==> src/rtl/seq_det_sched.sv <==
// Round-robin scheduler sharing one overlapping pattern detector across NCH bit-serial channels.
// Optional per-channel 8-bit match counters are built when SEQ_DET_SCHED_CNT_EN is defined.
`timescale 1ns/1ps
module seq_det_sched #(
  parameter int unsigned     NCH     = 4,
  parameter int unsigned     PLEN    = 5,
  parameter logic [PLEN-1:0] PATTERN = 5'b11011,
  localparam int unsigned    CW      = (NCH > 1) ? $clog2(NCH) : 1
) (
  input  logic           clk,
  input  logic           rst,
  input  logic           en,
  input  logic [NCH-1:0] req,
  input  logic [NCH-1:0] bit_in,
  output logic [NCH-1:0] gnt,
  output logic           match_vld,
  output logic [CW-1:0]  match_ch
`ifdef SEQ_DET_SCHED_CNT_EN
  ,
  input  logic [CW-1:0]  cnt_sel,
  input  logic           cnt_clr,
  output logic [7:0]     cnt_out
`endif
);

  localparam int unsigned HW = PLEN - 1;
  localparam int unsigned FW = $clog2(PLEN);
  localparam logic [FW-1:0] FILL_MAX = FW'(PLEN - 1);

  logic [CW-1:0] ptr_q, ptr_d;
  logic [HW-1:0] hist_q [NCH];
  logic [HW-1:0] hist_d [NCH];
  logic [FW-1:0] fill_q [NCH];
  logic [FW-1:0] fill_d [NCH];
  logic          match_vld_q, match_vld_d;
  logic [CW-1:0] match_ch_q, match_ch_d;

  logic          gnt_found;
  logic [CW-1:0] gnt_idx;
  logic [CW-1:0] cand;
  logic [PLEN-1:0] window;

  // Round-robin search starting at ptr; gated by reset and enable
  always_comb begin
    gnt       = '0;
    gnt_found = 1'b0;
    gnt_idx   = '0;
    cand      = '0;
    if (rst && en) begin
      for (int unsigned k = 0; k < NCH; k++) begin
        cand = CW'((32'(ptr_q) + k) % NCH);
        if (!gnt_found && req[cand]) begin
          gnt_found = 1'b1;
          gnt_idx   = cand;
        end
      end
    end
    if (gnt_found) gnt[gnt_idx] = 1'b1;
  end

  // Shared engine: update the granted channel's history and test for a match
  always_comb begin
    ptr_d       = ptr_q;
    hist_d      = hist_q;
    fill_d      = fill_q;
    match_vld_d = 1'b0;
    match_ch_d  = match_ch_q;
    window      = {hist_q[gnt_idx], bit_in[gnt_idx]};
    if (gnt_found) begin
      ptr_d           = CW'((32'(gnt_idx) + 32'd1) % NCH);
      hist_d[gnt_idx] = HW'(window);
      if (fill_q[gnt_idx] != FILL_MAX) fill_d[gnt_idx] = fill_q[gnt_idx] + FW'(1);
      if ((fill_q[gnt_idx] == FILL_MAX) && (window == PATTERN)) begin
        match_vld_d = 1'b1;
        match_ch_d  = gnt_idx;
      end
    end
  end

  always_ff @(posedge clk) begin
    if (!rst) begin
      ptr_q       <= '0;
      match_vld_q <= 1'b0;
      match_ch_q  <= '0;
      for (int unsigned i = 0; i < NCH; i++) begin
        hist_q[i] <= '0;
        fill_q[i] <= '0;
      end
    end else begin
      ptr_q       <= ptr_d;
      match_vld_q <= match_vld_d;
      match_ch_q  <= match_ch_d;
      for (int unsigned i = 0; i < NCH; i++) begin
        hist_q[i] <= hist_d[i];
        fill_q[i] <= fill_d[i];
      end
    end
  end

  assign match_vld = match_vld_q;
  assign match_ch  = match_ch_q;

`ifdef SEQ_DET_SCHED_CNT_EN
  logic [7:0] cnt_q [NCH];
  logic [7:0] cnt_d [NCH];

  // Saturating match counters; clear wins over a same-edge increment
  always_comb begin
    cnt_d = cnt_q;
    if (cnt_clr) begin
      for (int unsigned i = 0; i < NCH; i++) cnt_d[i] = '0;
    end else if (match_vld_d && (cnt_q[gnt_idx] != 8'hFF)) begin
      cnt_d[gnt_idx] = cnt_q[gnt_idx] + 8'd1;
    end
  end

  always_ff @(posedge clk) begin
    if (!rst) begin
      for (int unsigned i = 0; i < NCH; i++) cnt_q[i] <= '0;
    end else begin
      for (int unsigned i = 0; i < NCH; i++) cnt_q[i] <= cnt_d[i];
    end
  end

  assign cnt_out = (32'(cnt_sel) < NCH) ? cnt_q[cnt_sel] : 8'd0;
`endif

endmodule
==> config.mk <==
export PLATFORM = sky130hd
export DESIGN_NAME = seq_det_sched
export DESIGN_NICKNAME = d
export VERILOG_FILES = /design/src/rtl/seq_det_sched.sv
export SDC_FILE = /design/constraint.sdc
export NUM_CORES = 1
export LEC_CHECK = 0
export CAP_MARGIN = 0
export CORE_ASPECT_RATIO = 1.5
export CORE_MARGIN = 3
export CORE_UTILIZATION = 50
export CTS_BUF_LIST = sky130_fd_sc_hd__clkbuf_16
export CTS_CLUSTER_SIZE = 24
export DETAILED_ROUTE_END_ITERATION = 8
export PLACE_DENSITY = 0.74
export SLEW_MARGIN = 30
export SYNTH_ARGS = -nofsm -noshare
export SYNTH_HDL_FRONTEND = slang
export SYNTH_SLANG_ARGS = --single-unit
export TNS_END_PERCENT = 100
==> constraint.sdc <==
create_clock -name clk -period 2.55 [get_ports clk]
set_input_delay 0.255 -clock clk [delete_from_list [all_inputs] [get_ports clk]]
set_output_delay 0.255 -clock clk [all_outputs]
set_load 0.05 [all_outputs]
==> images/layers.png <==
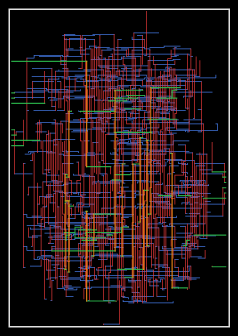
M3: drawn in green, wire length 247 µm. M2: drawn in red, wire length 3210 µm. M4: drawn in orange, wire length 353 µm. M1: drawn in blue, wire length 2100 µm.
vias: 1865
Total Routing Usage GR: 25.6%
wire per inst: 19.2 µm
DRT Wirelength: 5910 µm

==> images/m2.png <==
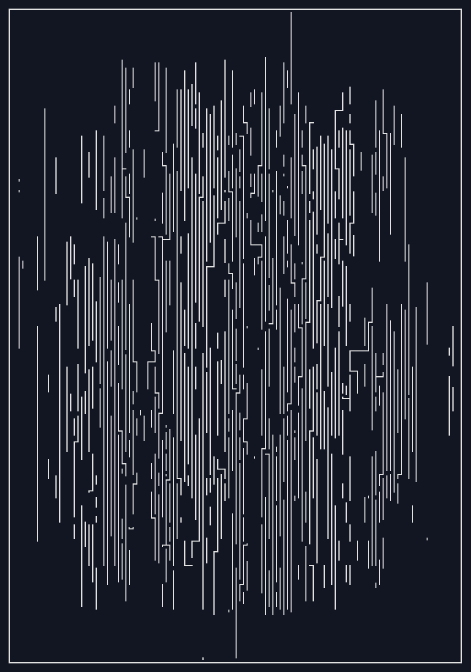
The layer carries 3210 µm of wire. The wires run mostly vertical. The layer holds 54% of the routed length. 260 nets have wire on it.
GR Layer Usage met2: 48.2%

==> images/congestion_map.png <==
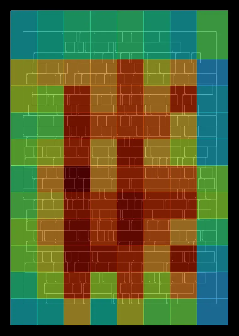
GRT Max-Usage Layer: met2
met3 Track Usage GR: 5.66%
met1 GRT Util: 25.1%
Finished Core Util: 81.1%

==> images/util_map.png <==
6 x 8 tiles, from white (low) to dark blue (high), 0 to 100% covered.
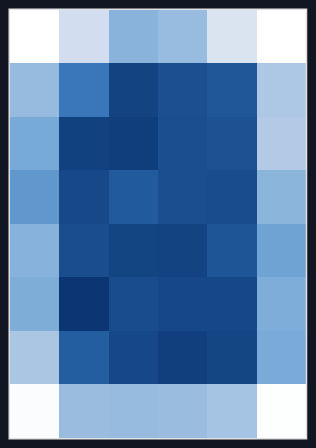
48% of the tiles are over 75% full. The fullest tile reaches 97%. The mean over all tiles is 61%. The densest ninth of the die: center. 8.3% of the tiles are nearly empty.
core area: 0.00355 mm²
fp_density: 53.7%

==> images/gates.png <==
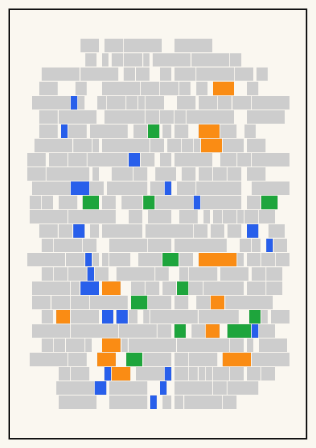
nand cells: drawn in blue, cells 20. non-inverting ao/oa cells: drawn in orange, cells 12. and/or cells: drawn in green, cells 11.
most frequent logic cell in the layout: buf_4
combinational share of cell area: 46.9%
Finished Layout Cells: 308

==> results.yml <==
# flow metrics
final_timing:
  min_period_ps: 2660
  finClkSkew_ps: 4.79
  holdWs_ps: 466
  timing.final.ws_setup_ps: -106
  slew_violations: 0
  worstMarginPinSlew_ps: 601
  finalHoldViolCount: 0
  fmax_mhz: 376
  timing.final.crit_share_pct: 104
  rsz0062_at_grt: "true"
  setup_violations: 16
cells_and_area:
  insertedDiodeCount: 0
  fin_nets: 282
  final_cell_mix: "42 x buf_4, 31 x dfxtp_1, 28 x mux2i_1"
  fillers: 203
logic_synthesis:
  ys_warn_count: 0
  aoi_share_pct: 20.2
  synth_top_area_share_pct: 34.7
  synth_cell_types: 42
  top_logic_kind: "AND-OR/OR-AND gates"
  yosys.area.top_type: "dfxtp_1"
  edf_count: 0
  synth_area_mm2: 0.00190
  ys_sh_adder_pct: 3.94
  ys_cells: 201
  synth_top_flop_cell: "dfxtp_1"
  area_leaders: "dfxtp_1 35%, mux2i_1 15%, nor2b_1 7.6%, ha_1 3.9%, and2_1 3.0%"
  mux_area_share_pct: 16.5
  syn_nets: 218
  yosys_area_mm2: 0.00190
  avgSynthCellArea_um2: 9.47
  ys_sh_simple_pct: 20.0
  yosys_register_bits: 33
status:
  outcome: "finished with violations"
  violations: "negative setup slack"
critical_path:
  r2r-end: "fill_q[1]"
  r2r_setup_slack_ps: -110
  cp_slowest_cell: "dfxtp_4"
  crit_type: "reg2reg"
  crit_chain: "and4bb_2 -> a21o_1 -> o211ai_4 -> inv_2 -> nand2_2 -> nand3_2 -> and2_4 -> inv_2 -> ha_4 -> inv_2 -> buf_6 -> o31ai_4 -> mux2i_1 -> nor2b_1"
  cp_max_fo: 6
  ff2ff_path_depth: 14
  cp-start-kind: "flop"
  cpMostUsedCell: "inv_2"
  rr_startpoint: "ptr_q[0]"
  max_stage_delay_ps: 360
clock_network:
  cts_tree: "built"
  clk_latency_ps: 280
  path_clk_slew_ps: 50
  root_buffer: "clkbuf_16"
  cts_buffers: 5
placement:
  gp_congestion: 0.976
  dp_cells: 290
  port_buffers: 17
  dp_hpwl_um: 3680
hold_path:
  min-delay-start: "match_ch[0]"
  hp-class: "reg2reg"
floorplanning:
  chipArea_mm2: 0.00460
  io_pins: 18
  placementRows: 26
  chipHeight_um: 81.6
grt:
  grt_first_pass_wirelength_um: 9180
  antenna_found_initial: 0
  grt-ovfl-total: 0
pwr:
  p_leak_nw: 1.21
  peakVddDrop_v: 0.000653
route:
  drt_iter0_drc: 57
  post-route-drc-count: 0
  antenna_left: 0
  dr.pass1.iters: 4
run:
  maxCapViolCount: 0
  tool_warnings: 33
what timing repair did:
item | CTS | global route
endpoints found under the setup margin | 23 | 23
gates resized | 34 | 19
pin swaps | 12 | 12
endpoints found under the hold margin | 0 | 0
setup buffers | 6 | 5
stage by stage:
step	instance area [µm²]	setup WS, ps	utilization (%)	setup TNS [ps]	total power, W
after CTS	2760	-23.7	77.7	-151	0.00139
after floorplan	1970	-15.2	-	-30.5	0.000685
final	2880	-106	81.1	-1050	0.00141
after detailed placement	2470	-591	69.8	-11840	0.000795
after global placement	2470	-503	69.8	-9910	0.000787
after global routing	2880	-219	81.1	-2650	0.00146
final cells by class:
class | instances | area (µm²) | share of cell area, %
Sequential cell | 33 | 666 | 23.1
Clock buffer | 5 | 125 | 4.35
Clock inverter | 3 | 13.8 | 0.478
Timing Repair Buffer | 67 | 622 | 21.6
Tap cell | 42 | 52.6 | 1.83
Multi-Input combinational cell | 145 | 1350 | 46.9
Inverter | 13 | 48.8 | 1.70
cell families after synthesis:
group                      after synthesis
adders and majority gates                6
buffers and inverters                   23
AOI/OAI and AO/OA                       44
DFF                                     33
muxes                                   30
and+or+nand+nor                         65
critical path: cells and delay by family, from the launching register on:
kind,cells,cell delay (ps)
fa+ha+maj,1,120
simple gates,5,630
compound gates,3,840
mux,1,240
buf+inv,4,350
flops,1,360
Yosys cell counts, drive strengths merged (4+ instances only):
master,n
a2111oi,4
a211oi,8
a21oi,5
and2,9
clkbuf,8
dfxtp,33
ha,6
inv,13
mux2i,28
nand2,14
nor2,5
nor2b,23
o21ai,4
o311a,4
o31ai,4
worst max path at each step:
stage,cells past startpoint,end,startpoint,slack [ps]
after floorplan,13,fill_q[11],ptr_q[1],-20
after global placement,15,fill_q[10],req[1],-500
after detailed placement,15,fill_q[9],req[1],-590
after CTS,12,fill_q[9],ptr_q[1],-20
after global routing,14,match_ch[0],ptr_q[0],-220
final,14,fill_q[1],ptr_q[0],-110
flip-flops by register name, summed over array words and instances (netlist names):
| name | flops |
|---|---|
| fill_q | 12 |
| hist_q | 16 |
| match_ch | 2 |
| match_vld | 1 |
| ptr_q | 2 |
power breakdown:
| group | switching (W) | internal, W | leakage (nW) | total [W] |
|---|---|---|---|---|
| clock | 0.000213 | 0.000354 | 0.0748 | 0.000567 |
| sequential | 0.00000942 | 0.000528 | 0.268 | 0.000537 |
| combinational | 0.000159 | 0.000147 | 0.868 | 0.000306 |
metal layers:
metal / track usage (%) / wire [µm] / vias to the layer above
met5: 0 / 0 / -
met4: 16.4 / 352 / 0
met3: 5.66 / 247 / 31
met2: 48.2 / 3210 / 84
met1: 25.1 / 2100 / 895
li1: - / - / 855
Power figures rest on the tool's default switching activity, not on a simulated workload.
